<file path="src/rtl/latency_pkg.sv">
// rtl/latency_pkg.sv - shared defaults and counter-width helper for latency_return_buffer
package latency_pkg;

  localparam int DEFAULT_WIDTH   = 8;
  localparam int DEFAULT_LATENCY = 4;
  localparam int DEFAULT_DEPTH   = 8;

  // Width able to hold every value 0..depth inclusive.
  function automatic int cnt_width(input int depth);
    return $clog2(depth + 1);
  endfunction

endpackage

</file>
<file path="src/rtl/ring_buffer.sv">
// rtl/ring_buffer.sv - circular result store with push/pop/full/empty; contents are not reset
module ring_buffer
  import latency_pkg::*;
#(
  parameter int WIDTH = DEFAULT_WIDTH,
  parameter int DEPTH = DEFAULT_DEPTH
) (
  input  logic             clk,
  input  logic             reset,
  input  logic             i_push,
  input  logic [WIDTH-1:0] i_push_data,
  input  logic             i_pop,
  output logic [WIDTH-1:0] o_pop_data,
  output logic             o_full,
  output logic             o_empty
);

  localparam int AW = $clog2(DEPTH);
  localparam int CW = cnt_width(DEPTH);

  logic [WIDTH-1:0] r_mem [DEPTH];
  logic [AW-1:0]    r_wr_ptr;
  logic [AW-1:0]    r_rd_ptr;
  logic [CW-1:0]    r_count;

  assign o_pop_data = r_mem[r_rd_ptr];
  assign o_full     = (r_count == CW'(DEPTH));
  assign o_empty    = (r_count == '0);

  always_ff @(posedge clk) begin
    if (i_push) r_mem[r_wr_ptr] <= i_push_data;
  end

  // DEPTH is a power of two, so pointers wrap by plain overflow.
  always_ff @(posedge clk or posedge reset) begin
    if (reset) begin
      r_wr_ptr <= '0;
      r_rd_ptr <= '0;
      r_count  <= '0;
    end else begin
      if (i_push) r_wr_ptr <= r_wr_ptr + 1'b1;
      if (i_pop)  r_rd_ptr <= r_rd_ptr + 1'b1;
      case ({i_push, i_pop})
        2'b10:   r_count <= r_count + 1'b1;
        2'b01:   r_count <= r_count - 1'b1;
        default: r_count <= r_count;
      endcase
    end
  end

endmodule

</file>
<file path="src/rtl/latency_return_buffer.sv">
// rtl/latency_return_buffer.sv - credit-gated return buffer for a fixed-latency pipe; LATENCY_RETURN_BUFFER_CHECK_EN adds the return checker
module latency_return_buffer
  import latency_pkg::*;
#(
  parameter int WIDTH   = DEFAULT_WIDTH,
  parameter int LATENCY = DEFAULT_LATENCY,
  parameter int DEPTH   = DEFAULT_DEPTH
) (
  input  logic                        clk,
  input  logic                        reset,
  output logic                        issue_ready,
  input  logic                        issue_valid,
  input  logic                        ret_valid,
  input  logic [WIDTH-1:0]            ret_data,
  output logic                        out_valid,
  input  logic                        out_ready,
  output logic [WIDTH-1:0]            out_data,
  output logic [cnt_width(DEPTH)-1:0] credits_used,
  output logic                        err
);

  localparam int CW = cnt_width(DEPTH);
  localparam logic [CW-1:0] LP_DEPTH = CW'(DEPTH);

  logic          w_issue_fire;
  logic          w_out_fire;
  logic          w_full;
  logic          w_empty;
  logic          w_push;
  logic [CW-1:0] r_credits;

  assign issue_ready  = (r_credits < LP_DEPTH);
  assign w_issue_fire = issue_valid & issue_ready;
  assign out_valid    = ~w_empty;
  assign w_out_fire   = out_valid & out_ready;
  assign credits_used = r_credits;

  // A return into a full buffer is only accepted when the head leaves in the same cycle.
  assign w_push = ret_valid & (~w_full | w_out_fire);

  always_ff @(posedge clk or posedge reset) begin
    if (reset) begin
      r_credits <= '0;
    end else begin
      case ({w_issue_fire, w_out_fire})
        2'b10:   r_credits <= r_credits + 1'b1;
        2'b01:   r_credits <= r_credits - 1'b1;
        default: r_credits <= r_credits;
      endcase
    end
  end

  ring_buffer #(
    .WIDTH(WIDTH),
    .DEPTH(DEPTH)
  ) u_ring (
    .clk        (clk),
    .reset      (reset),
    .i_push     (w_push),
    .i_push_data(ret_data),
    .i_pop      (w_out_fire),
    .o_pop_data (out_data),
    .o_full     (w_full),
    .o_empty    (w_empty)
  );

`ifdef LATENCY_RETURN_BUFFER_CHECK_EN
  logic w_shadow_out;
  logic r_err;

  if (LATENCY == 0) begin : g_no_shadow
    assign w_shadow_out = w_issue_fire;
  end else begin : g_shadow
    logic [LATENCY-1:0] r_shadow;
    always_ff @(posedge clk or posedge reset) begin
      if (reset) begin
        r_shadow <= '0;
      end else begin
        r_shadow[0] <= w_issue_fire;
        for (int i = 1; i < LATENCY; i++) r_shadow[i] <= r_shadow[i-1];
      end
    end
    assign w_shadow_out = r_shadow[LATENCY-1];
  end

  always_ff @(posedge clk or posedge reset) begin
    if (reset) begin
      r_err <= 1'b0;
    end else begin
      r_err <= r_err | (ret_valid != w_shadow_out) | (ret_valid & w_full & ~w_out_fire);
    end
  end

  assign err = r_err;
`else
  assign err = 1'b0;
`endif

endmodule

</file>
<file path="config.mk">
export PLATFORM = sky130hd
export DESIGN_NAME = latency_return_buffer
export DESIGN_NICKNAME = d
export VERILOG_FILES = /design/src/rtl/latency_pkg.sv /design/src/rtl/ring_buffer.sv /design/src/rtl/latency_return_buffer.sv
export SDC_FILE = /design/constraint.sdc
export NUM_CORES = 1
export LEC_CHECK = 0
export CORE_MARGIN = 2
export CORE_UTILIZATION = 55
export CTS_CLUSTER_DIAMETER = 200
export DETAILED_ROUTE_END_ITERATION = 10
export PLACE_DENSITY = 0.76
export SYNTH_ARGS = -nofsm -noshare
export SYNTH_HDL_FRONTEND = slang
export SYNTH_SLANG_ARGS = --single-unit
</file>
<file path="constraint.sdc">
create_clock -name clk -period 7 [get_ports clk]
set_clock_uncertainty 0.15 [all_clocks]
set_input_delay 1.4 -clock clk [delete_from_list [all_inputs] [get_ports clk]]
set_output_delay 1.4 -clock clk [all_outputs]
set_load 0.02 [all_outputs]
</file>
==> reports/qor.yml <==
synthesis:
  synth-edff-count: 64
  synth_cell_type_count: 40
  synth-seq-cells: 78
  synth_area_um2: 3300
  syn-instance-count: 188
  fp_nets: 209
  async_reset_ff_frac: 0.179
  ys_area_um2: 3300
  syn_area_per_cell_um2: 17.6
  synth-main-ff-cell: "edfxtp_1"
  ys_cells: 188
  yosysWarnings: 0
  postSynthSeqShare: 0.688
sta:
  period_needed_ns: 4.41
  fin_setup_tns_ns: 0
  hold_viol_final: 0
  period_used_share: 0.630
  hold_slack_ns: 0.377
  setup_viol: 0
  rsz0062_at_grt: "false"
  setup_slack_ns: 2.59
  maxSlewHeadroom: 0.253
  worst_pin_slew_ns: 1.12
  max_clock_freq_mhz: 227
  drv_slew: 0
power:
  peakVddDrop_mv: 0.291
  p_leak_nw: 1.37
  power_density_nw_per_um2: 426
placed_design:
  numPortBuffers: 26
  dp_cells: 283
  dp_hpwl_um: 3680
  dp_slack_ns: 2.85
  place_area_um2: 3630
  place_congestion: 0.755
setup_path:
  r2r-start: "u_ring.r_count[0]$_DFFE_PP0P_"
  critPathKind: "register to output port"
  r2r_cells: 11
  r2r_slack_ns: 3.85
  r2r_end: "u_ring.r_count[3]$_DFFE_PP0P_"
  crit_path_max_fanout: 18
  crit_start: "u_ring.r_rd_ptr[0]$_DFFE_PP0P_"
  critPathLaunchType: "register"
  endpoint_kind: "output port"
  crit_end: "out_data[6]"
  critical_path_arrival_ns: 2.86
  required_ns: 5.45
routing:
  routed.top_layer: "met4"
  wl_met3_um: 290
  drt_iter0_markers: 163
  drc: 0
  viasPerCell: 5.68
  wl_met1_um: 2200
  ant_nets: 0
  drt_first_pass_iters: 4
  met2_length_um: 2990
die:
  core_region_area_um2: 5850
  design.die.area_um2: 6640
  rows: 28
  die_w_um: 81.5
  fp_util: 0.565
  die-height_um: 81.5
  pin_count: 28
clock_network:
  clock_latency_ns: 0.34
  cts_resized: 0
  clk_root_buffer_cell: "clkbuf_8"
  cts_sinks: 78
  cts_max_path_buffers: 2
  cts_tree: "yes"
  cts.clk_slew.worst_paths_ns: 0.07
  numCtsBuffers: 9
  hold_buffers: 0
  post_cts.repair.setup_buffers: 0
  htreeDepth: 3
hold_path:
  worstHoldEndpoint: "credits_used[2]$_DFFE_PP0P_"
  hp-start: "credits_used[2]$_DFFE_PP0P_"
  holdPathStages: 1
  hold_class: "register to register"
layout:
  nets: 240
  area_growth_pct: 16.4
  finalInstanceArea_um2: 3850
  diodes: 0
  mi_logic_area_um2: 968
  seq_area_um2: 2270
  instances_no_fill: 299
  layout-drive-gt1-share: 0.214
  nFillCells: 376
grt:
  grt_pass1_wl_um: 8860
  overflow: 0
  grt_pass1_vias: 1756
  grt_max_degree: 19
  antenna_found_initial: 0
job:
  tool_warnings: 27
  maxCapViolCount: 0
status:
  status: "complete, no violations"
-- kinds of logic (layout without fill, tap and decap cells) --
family / Yosys count / in the layout / synth area share
AND/OR/NAND/NOR: 35 / 35 / 0.0530
flip-flops: 78 / 78 / 0.688
AND-OR/OR-AND: 13 / 13 / 0.0265
other: 1 / 1 / 0.00113
adder cells (fa/ha/maj): 8 / 8 / 0.0326
XOR/XNOR: 11 / 11 / 0.0292
buffers and inverters: 14 / 50 / 0.0193
multiplexers: 28 / 28 / 0.151
-- cell type report --
class / instances / share of cell area
clock buffer: 10 / 0.0332
clock inverter: 6 / 0.0224
inverter: 6 / 0.00586
multi-input combinational: 96 / 0.252
sequential: 78 / 0.591
tap: 75 / 0.0244
timing repair buffer: 28 / 0.0716
-- state kept, by name, indices dropped and copies added, names as in the netlist --
| signal | cells |
|---|---|
| u_ring.r_rd_ptr | 3 |
| u_ring.r_wr_ptr | 3 |
| credits_used | 4 |
| u_ring.r_mem | 64 |
| u_ring.r_count | 4 |
-- placed cells by master, fill, tap and decap left out, drive strengths merged --
cell / count
ha: 7
or3: 1
dfrtp: 14
conb: 1
mux4: 16
nor2b: 1
a21oi: 2
clkdlybuf4s50: 26
a211o: 1
nor3: 3
or3b: 1
o21ai: 3
a2bb2oi: 1
clkinvlp: 1
xnor2: 6
a21o: 1
mux2i: 1
o21a: 1
clkinv: 3
nand2b: 4
nor2: 8
bufinv: 2
xor2: 5
nand2: 12
mux2: 11
a31oi: 1
edfxtp: 64
or2: 1
fa: 1
buf: 2
and3: 1
inv: 6
clkbuf: 10
nand3: 1
or2b: 1
o221ai: 2
and3b: 1
o22ai: 1
-- worst max-delay path, stage by stage, from the launching register on --
cell	delay [ns]
dfrtp_1	1.09
mux4_2	0.62
mux2_2	0.27
clkdlybuf4s50_1	0.54
-- through the flow --
stage | util | total power [mW]
2_1_floorplan | - | 1.10
5_1_grt | 0.657 | 1.73
3_3_place_gp | 0.621 | 1.27
6_report | 0.657 | 1.64
4_1_cts | 0.657 | 1.66
3_5_place_dp | 0.621 | 1.30
-- power breakdown --
part / total (mW) / switching, mW / internal, mW / leakage [nW]
Clock: 0.353 / 0.153 / 0.200 / 0.106
Combinational: 0.578 / 0.252 / 0.326 / 0.514
Sequential: 0.708 / 0.113 / 0.595 / 0.746
-- per-layer routing --
metal  GRT usage  vias to the layer above
met5           0                        -
met4      0.0746                        0
met3      0.0473                       12
met2       0.330                       59
met1       0.231                      850
li1            -                      778
-- cell usage after synthesis (3+ instances only) --
library cell | n | area, µm²
o21ai_0 | 3 | 15.0
nand2_1 | 11 | 41.3
nor3_1 | 3 | 15.0
inv_1 | 5 | 18.8
mux2_2 | 10 | 113
ha_1 | 7 | 87.6
dfrtp_1 | 14 | 350
xnor2_1 | 6 | 52.6
nor2_1 | 8 | 30.0
edfxtp_1 | 64 | 1920
nand2b_1 | 4 | 25.0
xor2_1 | 5 | 43.8
mux4_2 | 16 | 360
### Track usage over the die

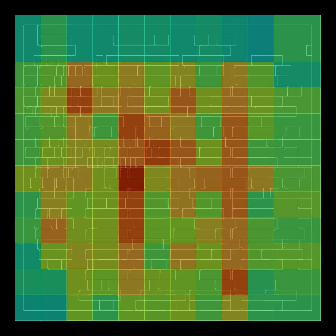
GR peak layer: met2
drt wl/cell: 18.7 µm
Global Route met3 Usage: 0.0473
All-Layer GR Usage: 0.191
met2 GRT Util: 0.330

### Signal wires on met3

The bar under the picture is 20 µm long. Cells faint in the background.
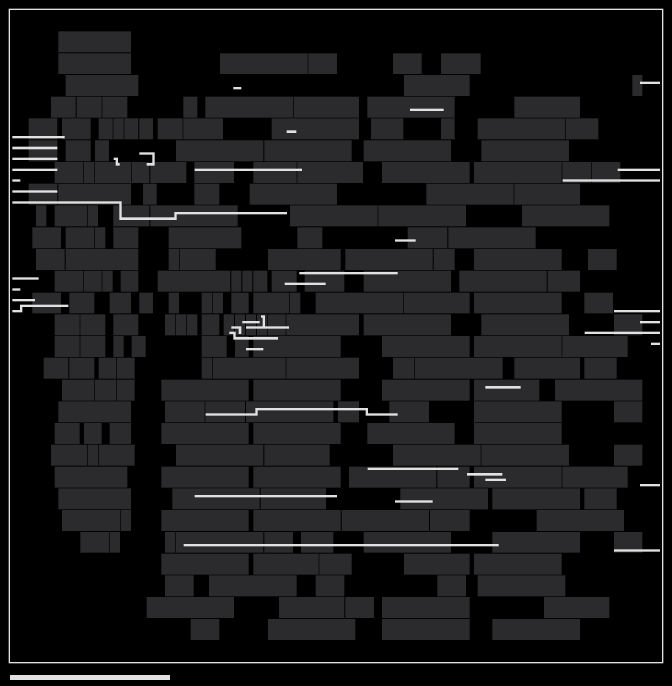
longest straight run: 39.1 µm
nets with wire on the layer: 35
share of all routed wire: 5.2%

### Signal wires on met2

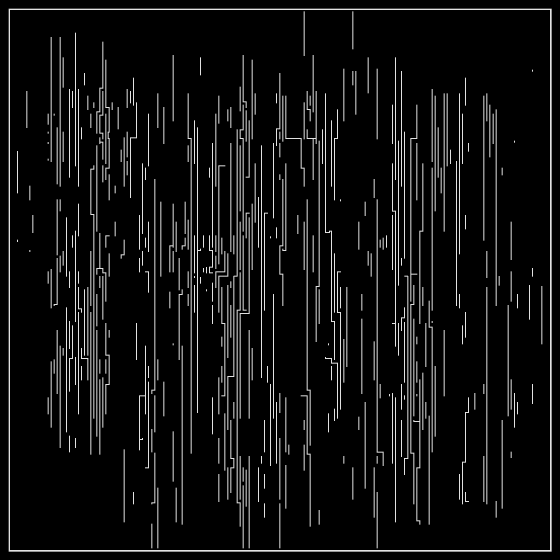
share of all routed wire: 54%
main direction: vertical
nets with wire on the layer: 213
wire length on this layer: 2990 µm
longest straight run: 47.5 µm
Total Wirelength: 5580 µm
via count: 1699

### Metal 1

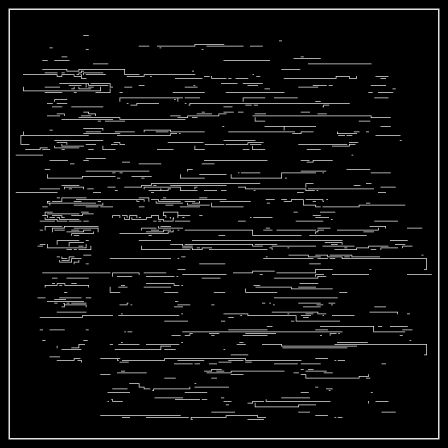
nets with wire on the layer: 218
share of all routed wire: 39%
longest straight run: 30.4 µm

No activity file was given, so power comes from the tool's default toggle rates.
